===== config.mk =====
export PLATFORM = sky130hd
export DESIGN_NAME = arbitro_clasificacion_flat
export DESIGN_NICKNAME = d
export VERILOG_FILES = /design/src/rtl/arbitro_clasificacion_if.sv /design/src/rtl/arbitro_clasificacion.sv /design/src/flat_wrapper.sv
export SDC_FILE = /design/constraint.sdc
export NUM_CORES = 1
export LEC_CHECK = 0
export CELL_PAD_IN_SITES_DETAIL_PLACEMENT = 0
export CELL_PAD_IN_SITES_GLOBAL_PLACEMENT = 1
export CORE_MARGIN = 1
export CORE_UTILIZATION = 41
export DETAILED_ROUTE_END_ITERATION = 8
export MAX_ROUTING_LAYER = met4
export PLACE_DENSITY_LB_ADDON = 0.08
export SETUP_SLACK_MARGIN = 0.3
export SLEW_MARGIN = 20
export SYNTH_ARGS = -nofsm -noshare
export SYNTH_HDL_FRONTEND = slang
export SYNTH_SLANG_ARGS = --single-unit

===== constraint.sdc =====
create_clock -name clk -period 4.95 [get_ports clk]
set_input_delay 1.485 -clock clk [delete_from_list [all_inputs] [get_ports clk]]
set_output_delay 1.485 -clock clk [all_outputs]
set_load 0.02 [all_outputs]

===== src/rtl/arbitro_clasificacion_if.sv =====
// Bus between the word source, the VC FIFOs and the routing arbiter on one side
// and arbitro_clasificacion on the other.
interface arbitro_clasificacion_if #(
  parameter int WIDTH = 6,
  parameter int CNT_W = 4
) ();
  logic [WIDTH-1:0] data_in;
  logic             data_in_valid;
  logic             VC0_pop;
  logic             VC1_pop;
  logic             VC0_push;
  logic             VC1_push;
  logic [WIDTH-1:0] VC0_data;
  logic [WIDTH-1:0] VC1_data;
  logic             in_pause;
  logic [CNT_W-1:0] VC0_count;
  logic [CNT_W-1:0] VC1_count;

  // Classifier side
  modport slave (
    input  data_in, data_in_valid, VC0_pop, VC1_pop,
    output VC0_push, VC1_push, VC0_data, VC1_data, in_pause, VC0_count, VC1_count
  );

  // Source / FIFO / routing-arbiter side
  modport master (
    output data_in, data_in_valid, VC0_pop, VC1_pop,
    input  VC0_push, VC1_push, VC0_data, VC1_data, in_pause, VC0_count, VC1_count
  );
endinterface


===== src/rtl/arbitro_clasificacion.sv =====
// arbitro_clasificacion: ingress classifier for the VC path. Splits the word
// stream into VC0/VC1 by CLASS_BIT, tracks both FIFO occupancies and raises
// in_pause. A one-entry skid register K absorbs the word in flight when the
// stage register S stalls on a full target FIFO.
// Optional feature: define ARB_DROP_CNT_EN to add the saturating drop_count port.
module arbitro_clasificacion #(
  parameter int WIDTH     = 6,
  parameter int CLASS_BIT = 4,
  parameter int DEPTH     = 8,
  parameter int CNT_W     = 4,
  parameter int AF_VC0    = 6,
  parameter int AF_VC1    = 6
) (
  input  logic                    clk,
  input  logic                    reset,
  arbitro_clasificacion_if.slave  bus
`ifdef ARB_DROP_CNT_EN
  ,
  output logic [7:0]              drop_count
`endif
);

  localparam logic [CNT_W-1:0] DEPTH_C = CNT_W'(DEPTH);
  localparam logic [CNT_W-1:0] AF0_C   = CNT_W'(AF_VC0);
  localparam logic [CNT_W-1:0] AF1_C   = CNT_W'(AF_VC1);

  logic             s_valid, k_valid;
  logic [WIDTH-1:0] s_word, k_word;
  logic [WIDTH-1:0] last0, last1;
  logic [CNT_W-1:0] cnt0, cnt1, cnt0_n, cnt1_n;
  logic             push0, push1, s_free, k_valid_n, drop;
  logic             pause_q;

  // Push decision from S and the registered counts only
  always_comb begin
    push0 = 1'b0;
    push1 = 1'b0;
    if (s_valid) begin
      if (s_word[CLASS_BIT]) push1 = (cnt1 < DEPTH_C);
      else                   push0 = (cnt0 < DEPTH_C);
    end
    s_free = !s_valid || push0 || push1;
    drop   = !s_free && bus.data_in_valid && k_valid;
    if (s_free) k_valid_n = k_valid ? bus.data_in_valid : 1'b0;
    else        k_valid_n = k_valid || bus.data_in_valid;
  end

  // Next occupancy; a pop against an empty FIFO is ignored
  always_comb begin
    cnt0_n = cnt0;
    cnt1_n = cnt1;
    if (push0 && !(bus.VC0_pop && cnt0 != '0)) cnt0_n = cnt0 + 1'b1;
    else if (!push0 && bus.VC0_pop && cnt0 != '0) cnt0_n = cnt0 - 1'b1;
    if (push1 && !(bus.VC1_pop && cnt1 != '0)) cnt1_n = cnt1 + 1'b1;
    else if (!push1 && bus.VC1_pop && cnt1 != '0) cnt1_n = cnt1 - 1'b1;
  end

  // Stage/skid pipeline: K always drains into S before new input is taken
  always_ff @(posedge clk) begin
    if (reset) begin
      s_valid <= 1'b0;
      s_word  <= '0;
      k_valid <= 1'b0;
      k_word  <= '0;
    end else if (s_free) begin
      if (k_valid) begin
        s_valid <= 1'b1;
        s_word  <= k_word;
        k_valid <= bus.data_in_valid;
        k_word  <= bus.data_in;
      end else begin
        s_valid <= bus.data_in_valid;
        s_word  <= bus.data_in;
      end
    end else if (bus.data_in_valid && !k_valid) begin
      k_valid <= 1'b1;
      k_word  <= bus.data_in;
    end
  end

  // Counters, held output data and registered back-pressure
  always_ff @(posedge clk) begin
    if (reset) begin
      cnt0    <= '0;
      cnt1    <= '0;
      last0   <= '0;
      last1   <= '0;
      pause_q <= 1'b0;
    end else begin
      cnt0    <= cnt0_n;
      cnt1    <= cnt1_n;
      if (push0) last0 <= s_word;
      if (push1) last1 <= s_word;
      pause_q <= (cnt0_n >= AF0_C) || (cnt1_n >= AF1_C) || k_valid_n;
    end
  end

`ifdef ARB_DROP_CNT_EN
  // Saturating count of words lost with S stalled and K occupied
  always_ff @(posedge clk) begin
    if (reset)                      drop_count <= '0;
    else if (drop && drop_count != '1) drop_count <= drop_count + 8'd1;
  end
`else
  logic unused_drop;
  assign unused_drop = drop;
`endif

  assign bus.VC0_push  = push0;
  assign bus.VC1_push  = push1;
  assign bus.VC0_data  = push0 ? s_word : last0;
  assign bus.VC1_data  = push1 ? s_word : last1;
  assign bus.VC0_count = cnt0;
  assign bus.VC1_count = cnt1;
  assign bus.in_pause  = pause_q;

endmodule


===== src/flat_wrapper.sv =====
// flat-port wrapper written by rule: the top's interface ports become plain ports
module arbitro_clasificacion_flat 
#(
  parameter int WIDTH     = 6,
  parameter int CLASS_BIT = 4,
  parameter int DEPTH     = 8,
  parameter int CNT_W     = 4,
  parameter int AF_VC0    = 6,
  parameter int AF_VC1    = 6
)
  (clk, reset, bus_data_in, bus_data_in_valid, bus_VC0_pop, bus_VC1_pop, bus_VC0_push, bus_VC1_push, bus_VC0_data, bus_VC1_data, bus_in_pause, bus_VC0_count, bus_VC1_count);
  arbitro_clasificacion_if #(.WIDTH(WIDTH), .CNT_W(CNT_W)) bus_i ();
  input  logic clk;
  input  logic reset;
  input wire logic [$bits(bus_i.data_in)-1:0] bus_data_in;
  input wire logic [$bits(bus_i.data_in_valid)-1:0] bus_data_in_valid;
  input wire logic [$bits(bus_i.VC0_pop)-1:0] bus_VC0_pop;
  input wire logic [$bits(bus_i.VC1_pop)-1:0] bus_VC1_pop;
  output wire logic [$bits(bus_i.VC0_push)-1:0] bus_VC0_push;
  output wire logic [$bits(bus_i.VC1_push)-1:0] bus_VC1_push;
  output wire logic [$bits(bus_i.VC0_data)-1:0] bus_VC0_data;
  output wire logic [$bits(bus_i.VC1_data)-1:0] bus_VC1_data;
  output wire logic [$bits(bus_i.in_pause)-1:0] bus_in_pause;
  output wire logic [$bits(bus_i.VC0_count)-1:0] bus_VC0_count;
  output wire logic [$bits(bus_i.VC1_count)-1:0] bus_VC1_count;
  assign bus_i.data_in = bus_data_in;
  assign bus_i.data_in_valid = bus_data_in_valid;
  assign bus_i.VC0_pop = bus_VC0_pop;
  assign bus_i.VC1_pop = bus_VC1_pop;
  assign bus_VC0_push = bus_i.VC0_push;
  assign bus_VC1_push = bus_i.VC1_push;
  assign bus_VC0_data = bus_i.VC0_data;
  assign bus_VC1_data = bus_i.VC1_data;
  assign bus_in_pause = bus_i.in_pause;
  assign bus_VC0_count = bus_i.VC0_count;
  assign bus_VC1_count = bus_i.VC1_count;
  arbitro_clasificacion #(.WIDTH(WIDTH), .CLASS_BIT(CLASS_BIT), .DEPTH(DEPTH), .CNT_W(CNT_W), .AF_VC0(AF_VC0), .AF_VC1(AF_VC1)) u_core (.clk(clk), .reset(reset), .bus(bus_i));
endmodule

Run 1, gate-type map:
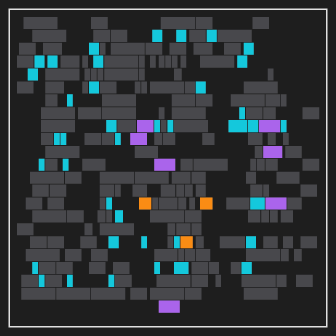
- purple: fa/ha/maj cells (cells 7)
- orange: and/or cells (cells 3)
- cyan: nor cells (cells 39; where spread over the die)
combinational share of cell area: 43.90%
fin cells: 272
Commonest Layout Cell: dfxtp_1

Run 1, close-up of the layout:
The bar under the picture is 10 um long. Window x 4 to 29, y 4 to 29 um. Cells in gray, sequential cells in the stronger gray; small squares are vias.
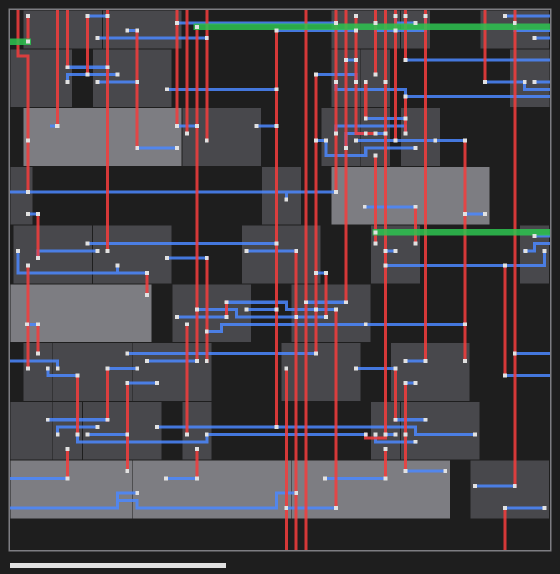
- red: M2
- blue: M1
- green: M3
- sequential cells in the window: 6
- cells with their middle in the window: 40
- most frequent: mux2i_1 (11), clkdlybuf4s50_1 (7)
- netlist names of flops here include: u_core.k_word (5), u_core.k_valid (1)

Run 1, congestion heat map:
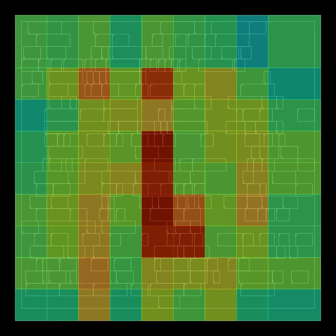
most used routing layer: met2
Post-Route Utilization: 53.80%

==> CHANGELOG.md, run 1 <==
### Changed

- CP arrival: approximately 2 ns
- Critical-path cell list: nand2b_4 -> nor2_4 -> mux2_2 -> clkdlybuf4s50_1
- # setup viols final: 0
- Dominant comb cell: simple AND/OR/NAND/NOR gates
- Crit path capture: bus_VC0_data[0]
- Remaining DRCs: 0
- Layout cells sized above 1: between 10% and 20%
- Post-CTS Setup Bufs: 0
- Slew of the pin with the lowest slew margin: approximately 0.5 ns
- Ys async rst share: 0%
- Status: complete, no violations
- R2R Path End: u_core.bus.in_pause$_SDFF_PP0_
- Comb pwr share: ~44%
- Crit path launch: u_core.s_valid$_SDFFE_PP0P_
- Flop count: 35
- AND-OR/OR-AND Cells, Area Fraction: about an eighth
- Stages on worst setup path: 4
- Worst stage delay on the critical path: 0.54 ns
- Global-route wire length before repair: just over 6 mm
- Mapped cell area: ~1700 sq um
- Post-cts resize count: 0
- Library cells used by synthesis: ~41
- Yosys simple share: around 25%
- Count leader, synth: dfxtp_1
- # hold bufs at CTS: 0
[run 1: power groups by stage]
stage          Combinational (mW)  Sequential (mW)  Clock [mW]
2_1_floorplan               0.303            0.396           0
3_3_place_gp                0.440            0.383           0
3_5_place_dp                0.449            0.387           0
4_1_cts                     0.452            0.381       0.202
5_1_grt                     0.489            0.390       0.216
6_report                    0.448            0.381       0.194
[run 1: flip-flops by register name, summed over array words and instances, names as in the netlist]
register	flops
u_core.bus.VC0_count	4
u_core.bus.VC1_count	4
u_core.bus.in_pause	1
u_core.k_valid	1
u_core.k_word	6
u_core.last0	6
u_core.last1	6
u_core.s_valid	1
u_core.s_word	6
[run 1: cell usage in the layout (no fill, tap or decap), types with 2 or more instances in the layout]
cell type / Yosys / routed
clkdlybuf4s50_1: 0 / 33
clkinv_2: 0 / 3
nor4b_1: 2 / 2
a221oi_1: 2 / 2
xnor2_1: 4 / 4
o22ai_1: 2 / 2
a211oi_1: 5 / 5
nor2_1: 18 / 18
nor2b_1: 17 / 17
nand2_1: 24 / 24
a21o_1: 3 / 3
inv_1: 5 / 5
dfxtp_1: 35 / 35
mux2_2: 6 / 6
mux2i_1: 12 / 12
o31ai_1: 2 / 2
ha_1: 4 / 4
clkbuf_8: 0 / 5
a21oi_1: 4 / 4
nand2b_4: 2 / 2
maj3_1: 2 / 2
o21ai_0: 4 / 4
nand3_1: 5 / 5
nand2b_1: 6 / 6
[run 1: cells by family after synthesis]
kind of cell	Yosys count
buf+inv	15
mux	18
fa+ha+maj	7
flops	35
xor+xnor	4
simple gates	81
compound gates	29
[run 1: worst min path at each step]
stage / end / from / cells after the start / slack, ns
global route: u_core.k_word[4]$_SDFFE_PP0P_ / u_core.k_word[4]$_SDFFE_PP0P_ / 2 / 0.55
floorplan: u_core.k_word[0]$_SDFFE_PP0P_ / u_core.k_word[0]$_SDFFE_PP0P_ / 2 / 0.46
finish: u_core.k_word[0]$_SDFFE_PP0P_ / u_core.k_word[0]$_SDFFE_PP0P_ / 2 / 0.50
detailed placement: u_core.k_word[3]$_SDFFE_PP0P_ / u_core.k_word[3]$_SDFFE_PP0P_ / 2 / 0.49
global placement: u_core.k_word[0]$_SDFFE_PP0P_ / u_core.k_word[0]$_SDFFE_PP0P_ / 2 / 0.47
CTS: u_core.k_word[0]$_SDFFE_PP0P_ / u_core.k_word[0]$_SDFFE_PP0P_ / 2 / 0.50
[run 1: stage by stage]
stage	hold WS (ns)	area, sq um	setup slack, ns	total power [mW]	util, %
2_1_floorplan	0.4601	1714	2.138	0.6982	-
3_3_place_gp	0.4740	2068	1.685	0.8229	51.70
3_5_place_dp	0.4896	2068	1.656	0.8363	51.70
4_1_cts	0.5049	2152	1.402	1.035	53.80
5_1_grt	0.5456	2152	1.307	1.095	53.80
6_report	0.4954	2152	1.424	1.023	53.80
[run 1: per-layer routing]
metal | GRT usage [%] | up-vias | share of wire (%)
li1 | - | 713 | -
met1 | 21.57 | 629 | 41
met2 | 33.33 | 41 | 53
met3 | 3.596 | 7 | 4.6
met4 | 7.181 | 0 | 1.8
met5 | - | - | 0
Run 1, sequential cells colored by netlist name:
The bar under the picture is 20 um long. Other sequential cells in the stronger gray, the rest of the logic in the fainter gray.
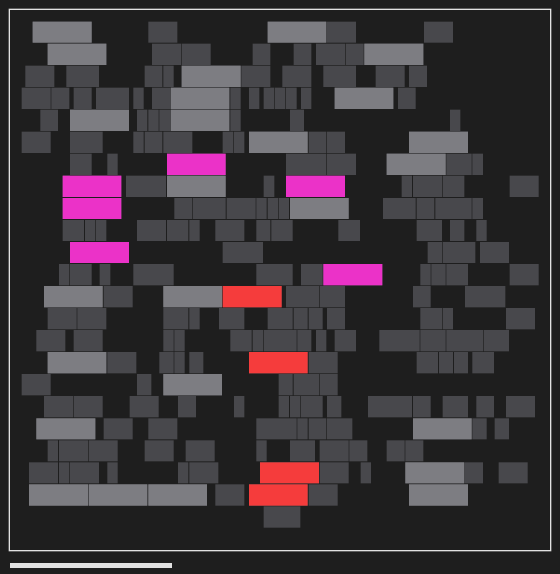

--- run 2 (diff from run 1) ---
--- a/config.mk
+++ b/config.mk
@@ -8,7 +8,7 @@
 export CELL_PAD_IN_SITES_DETAIL_PLACEMENT = 0
 export CELL_PAD_IN_SITES_GLOBAL_PLACEMENT = 1
 export CORE_MARGIN = 1
-export CORE_UTILIZATION = 41
+export CORE_UTILIZATION = 34
 export DETAILED_ROUTE_END_ITERATION = 8
 export MAX_ROUTING_LAYER = met4
 export PLACE_DENSITY_LB_ADDON = 0.08
==> constraint.sdc (replaced) <==
create_clock -name clk -period 2.9 [get_ports clk]
set_input_delay 0.87 -clock clk [delete_from_list [all_inputs] [get_ports clk]]
set_output_delay 0.87 -clock clk [all_outputs]
set_load 0.02 [all_outputs]
Run 2, sequential cells colored by netlist name:
The bar under the picture is 20 um long. Other sequential cells in the stronger gray, the rest of the logic in the fainter gray.
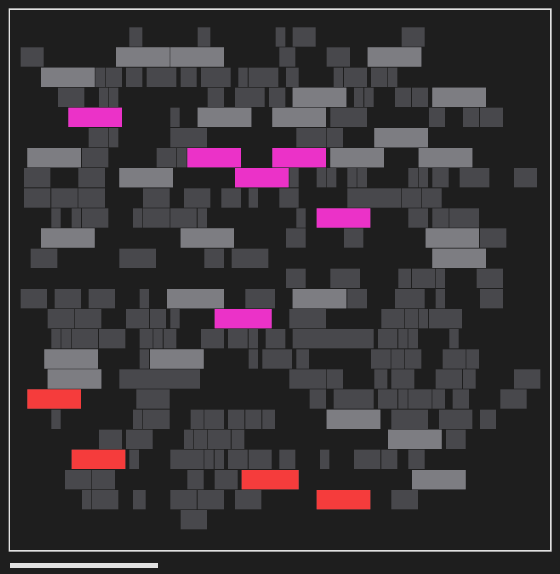
- red: u_core.bus.VC1_count (flops 4)
- magenta: u_core.s_word (flops 6)
- not colored: 25
sequential cell area: 704.4 sq um
P_seq: 637 uW
flop share of the area: 31.14%
Post-Route Utilization: 47.27%

Run 2, gate-type map:
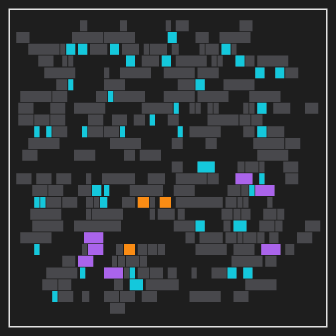
- cyan: nor cells (cells 39; where spread over the die)
- purple: fa/ha/maj cells (cells 7)
- orange: and/or cells (cells 3)

Run 2, congestion heat map:
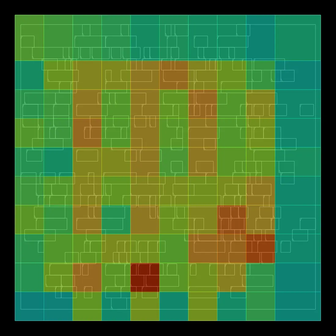
GRT Util Overall: 16.03%
met2 GRT Util: 22.53%
M1 GR Usage: 21.88%
drt wl/cell: 12.95 um

==> CHANGELOG.md, run 2 <==
### Changed

- Library cells used by synthesis: 41 (unchanged)
- Syn nets: 204 (unchanged)
- # setup viols final: 0 (unchanged)
- Slew of the pin with the lowest slew margin: 0.4624 ns (was 0.4936 ns)
- Setup WS pre-CTS: 0.2569 ns (was 1.656 ns)
- Comb pwr share: 40.7% (was 43.8%)
- Remaining DRCs: 0 (unchanged)
- R2R Path End: u_core.bus.in_pause$_SDFF_PP0_ (unchanged)
- Cell area after layout: 2262 sq um (was 2152 sq um)
- Count leader, synth: dfxtp_1 (unchanged)
- Layout cells sized above 1: 16.67% (was 10.81%)
- Global-route wire length before repair: 6.216 mm (was 6.092 mm)
- Min-delay src: u_core.k_word[4]$_SDFFE_PP0P_ (was u_core.k_word[0]$_SDFFE_PP0P_)
- WHS Path Cells: 2 (unchanged)
- Status: complete, no violations (unchanged)
- Ys async rst share: 0% (unchanged)
- Max-cap violations: 0 (unchanged)
- Crit path launch: u_core.bus.VC1_count[3]$_SDFF_PP0_ (was u_core.s_valid$_SDFFE_PP0P_)
- CP arrival: 1.65 ns (was 2.04 ns)
- Commonest Layout Cell: dfxtp_1 (unchanged)
- Hold endpoint: u_core.k_word[4]$_SDFFE_PP0P_ (was u_core.k_word[0]$_SDFFE_PP0P_)
- # hold bufs at CTS: 0 (unchanged)
- Clk_skew: 0.007181 ns (was 0.002504 ns)
- Setup ws final: 0.3835 ns (was 1.424 ns)
- Floorplan core density: 35.82% (was 42.85%)
[run 2: final cells by class]
class	count	area, sq um
inverter	6	23.77
sequential	35	704.4
tap	67	83.83
fill	473	2524
clock buffer	6	72.57
clock inverter	2	60.06
multi-input combinational	139	944.7
timing repair buffer	40	372.9
[run 2: logic make-up after synthesis]
kind of cell               Yosys count  share of synthesized area [%]
AOI/OAI and AO/OA                   29                          12.26
muxes                               18                          10.95
adders and majority gates            7                          4.745
buffers and inverters               15                          4.014
DFF                                 35                          40.88
xor gates and xnor gates             4                          2.044
and+or+nand+nor                     81                          25.11
[run 2: worst max path at each step]
stage,to,slack [ns],cells after the start
2_1_floorplan,bus_VC1_data[0],0.70,4
3_3_place_gp,u_core.bus.in_pause$_SDFF_PP0_,0.29,7
3_5_place_dp,u_core.bus.in_pause$_SDFF_PP0_,0.26,7
4_1_cts,bus_VC0_data[5],0.26,5
5_1_grt,bus_VC0_data[2],0.32,5
6_report,bus_VC1_push,0.38,3
[run 2: stage by stage]
| step | instances | power (mW) |
|---|---|---|
| after global routing | 295 | 2.076 |
| after global placement | 284 | 1.405 |
| after floorplan | 189 | 1.192 |
| after detailed placement | 284 | 1.437 |
| after CTS | 295 | 1.973 |
| final | 295 | 1.951 |
[run 2: worst max-delay path: stages (launching register included)]
cell,delay [ns]
dfxtp_2,0.36
nand3b_2,0.23
clkinv_2,0.14
clkdlybuf4s50_1,0.63
[run 2: layer usage]
| layer | global-route usage [%] | routed length (um) |
|---|---|---|
| met2 | 22.53 | 1663 |
| met5 | - | 0 |
| met3 | 4.144 | 144 |
| met4 | 6.100 | 57 |
| met1 | 21.88 | 1954 |
[run 2: power by group through the flow]
stage / Combinational [mW] / Sequential, mW / Clock (mW)
after detailed placement: 0.792 / 0.644 / 0
after CTS: 0.804 / 0.636 / 0.534
after global routing: 0.874 / 0.649 / 0.553
after floorplan: 0.516 / 0.675 / 0
after global placement: 0.764 / 0.641 / 0
final: 0.795 / 0.637 / 0.520
[run 2: timing repair]
item,CTS,global route
cloned,0,0
pin swaps,1,1
buffers inserted,3,0
resized,22,5
setup endpoints to repair,14,5
Run 2, port wiring:
The bar under the picture is 20 um long.
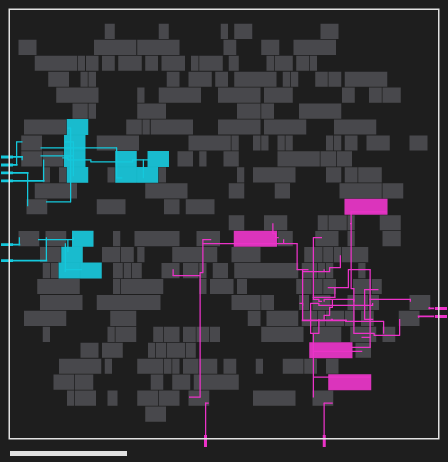

--- run 3 (diff from run 2) ---
--- a/config.mk
+++ b/config.mk
@@ -8,7 +8,7 @@
 export CELL_PAD_IN_SITES_DETAIL_PLACEMENT = 0
 export CELL_PAD_IN_SITES_GLOBAL_PLACEMENT = 1
 export CORE_MARGIN = 1
-export CORE_UTILIZATION = 34
+export CORE_UTILIZATION = 41
 export DETAILED_ROUTE_END_ITERATION = 8
 export MAX_ROUTING_LAYER = met4
 export PLACE_DENSITY_LB_ADDON = 0.08
==> constraint.sdc (replaced) <==
create_clock -name clk -period 3.1 [get_ports clk]
set_input_delay 0.93 -clock clk [delete_from_list [all_inputs] [get_ports clk]]
set_output_delay 0.93 -clock clk [all_outputs]
set_load 0.02 [all_outputs]
Run 3, port wiring:
The bar under the picture is 20 um long.
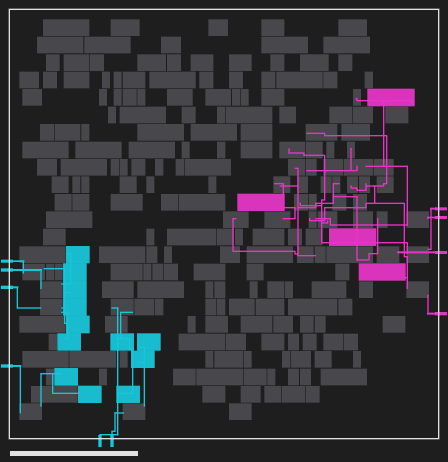
- magenta: bus_VC0_count (bits 4; direction output; end cells 4; buffers 5; wire 263 um)
- cyan: bus_data_in (bits 6; direction input; end cells 12; buffers 6; wire 128 um)
IO Pins: 34
Port Buffers: 33

Run 3, close-up of the layout:
The bar under the picture is 10 um long. Window x 4 to 29, y 4 to 29 um. Cells in gray, sequential cells in the stronger gray; small squares are vias.
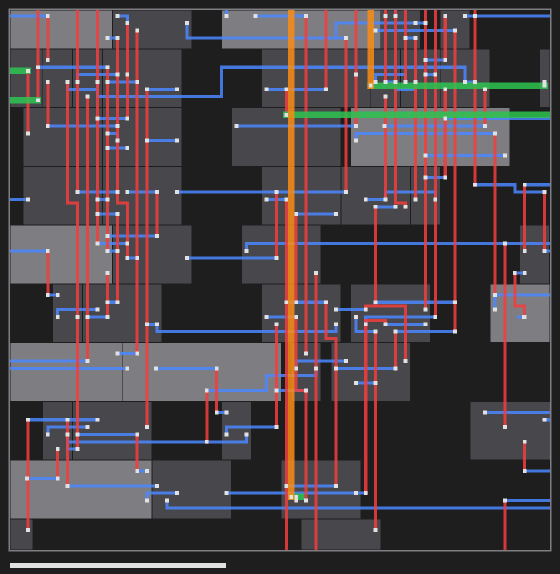
- red: M2
- green: M3
- orange: M4
- blue: M1
- sequential cells in the window: 7
- cells with their middle in the window: 41
- most frequent: mux2i_1 (12), nor2_1 (8), dfxtp_1 (7)
- netlist names of flops here include: u_core.k_word (6), u_core.k_valid (1)

==> CHANGELOG.md, run 3 <==
### Changed

- Clk_skew: 0.007908 ns (was 0.007181 ns)
- Mapped cell area: 1714 sq um (unchanged)
- Most used routing layer: met2 (unchanged)
- Top Layout Cells: 33 x dfxtp_1, 24 x nand2_1, 24 x clkdlybuf4s50_1 (was 32 x dfxtp_1, 24 x nand2_1, 20 x clkdlybuf4s50_1)
- Floorplan core density: 42.85% (was 35.82%)
- Count leader, synth: dfxtp_1 (unchanged)
- Drt wl/cell: 13.48 um (was 12.95 um)
- # hold bufs at CTS: 0 (unchanged)
- Crit path launch: u_core.bus.VC1_count[3]$_SDFF_PP0_ (unchanged)
- Cell area after layout: 2211 sq um (was 2262 sq um)
- Syn nets: 204 (unchanged)
- Slew of the pin with the lowest slew margin: 0.5113 ns (was 0.4624 ns)
- M1 GR Usage: 21.31% (was 21.88%)
- GRT Util Overall: 19.27% (was 16.03%)
- Status: complete, no violations (unchanged)
- CP arrival: 1.76 ns (was 1.65 ns)
- Max-cap violations: 0 (unchanged)
- Setup WS pre-CTS: 0.3816 ns (was 0.2569 ns)
- Min-delay src: u_core.k_word[4]$_SDFFE_PP0P_ (unchanged)
- # setup viols final: 0 (unchanged)
- Layout cells sized above 1: 12.89% (was 16.67%)
- Setup ws final: 0.4059 ns (was 0.3835 ns)
- Critical-path cell list: nand3b_2 -> buf_4 -> nand2_1 -> nand2_1 -> clkdlybuf4s50_1 (was nand3b_2 -> clkinv_2 -> clkdlybuf4s50_1)
- Cell Count Post-Placement: 266 (was 284)
- Fin cells: 275 (was 295)
- Post-Route Utilization: 55.27% (was 47.27%)
- Worst stage delay on the critical path: 0.60 ns (was 0.63 ns)
- Slowest-stage cell, CP: clkdlybuf4s50_1 (unchanged)
- DP Area: 2096 sq um (was 2112 sq um)
- Commonest Layout Cell: dfxtp_1 (unchanged)
- Ys async rst share: 0% (unchanged)
Run 3, sequential cells colored by netlist name:
The bar under the picture is 20 um long. Other sequential cells in the stronger gray, the rest of the logic in the fainter gray.
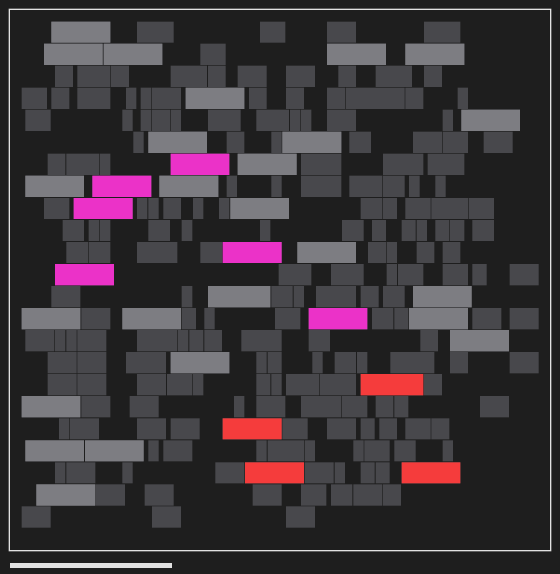
- magenta: u_core.s_word (flops 6)
- red: u_core.bus.VC1_count (flops 4)
- not colored: 25

## run 3: cell counts after synthesis
Identical to the previous run, type by type.
## run 3: worst paths after layout
kind	slack, ns	cells past startpoint	endpoint
worst min-delay path	0.50	2	u_core.k_word[4]$_SDFFE_PP0P_
worst max-delay path	0.41	5	bus_VC1_data[5]
worst min register to register	0.50	2	u_core.k_word[4]$_SDFFE_PP0P_
worst max register to register	1.08	8	u_core.bus.in_pause$_SDFF_PP0_
## run 3: cell type report
cell class,instances,area [sq um]
clock buffer,8,100.1
inverter,6,23.77
sequential,35,703.2
multi-input combinational,139,944.7
tap,50,62.56
fill,375,1789
timing repair buffer,37,376.6
## run 3: cell families after synthesis
group | after synthesis | synth area share [%]
and+or+nand+nor | 81 | 25.11
DFF | 35 | 40.88
AOI/OAI and AO/OA | 29 | 12.26
muxes | 18 | 10.95
buffers and inverters | 15 | 4.014
adders and majority gates | 7 | 4.745
xor gates and xnor gates | 4 | 2.044
## run 3: through the flow
step	hold slack (ns)	total power [mW]
after floorplan	0.4601	1.115
after global placement	0.4740	1.311
after detailed placement	0.4839	1.335
after CTS	0.5008	1.698
after global routing	0.5390	1.802
final	0.4955	1.678
## run 3: timing repair
item | CTS | global route
pin swaps | 1 | 0
gates resized | 8 | 4
buffers inserted | 1 | 0
endpoints found under the setup margin | 10 | 4
gates cloned | 0 | 0
## run 3: where the power goes
| group | switching, mW | total (mW) | internal (mW) |
|---|---|---|---|
| Sequential | 0.0792 | 0.596 | 0.517 |
| Combinational | 0.368 | 0.723 | 0.355 |
| Clock | 0.156 | 0.359 | 0.203 |
## run 3: worst max-delay path, delay by kind of cell (launching register included)
family	cells	cell delay, ns
buffers and inverters	2	0.78
flip-flops	1	0.39
AND/OR/NAND/NOR	3	0.31
## run 3: per-layer routing
metal	vias to the layer above	share of wire [%]
met2	25	52
li1	718	-
met1	672	43
met3	7	2.8
met4	0	2.3
met5	-	0
No activity file was given, so power comes from the tool's default toggle rates.
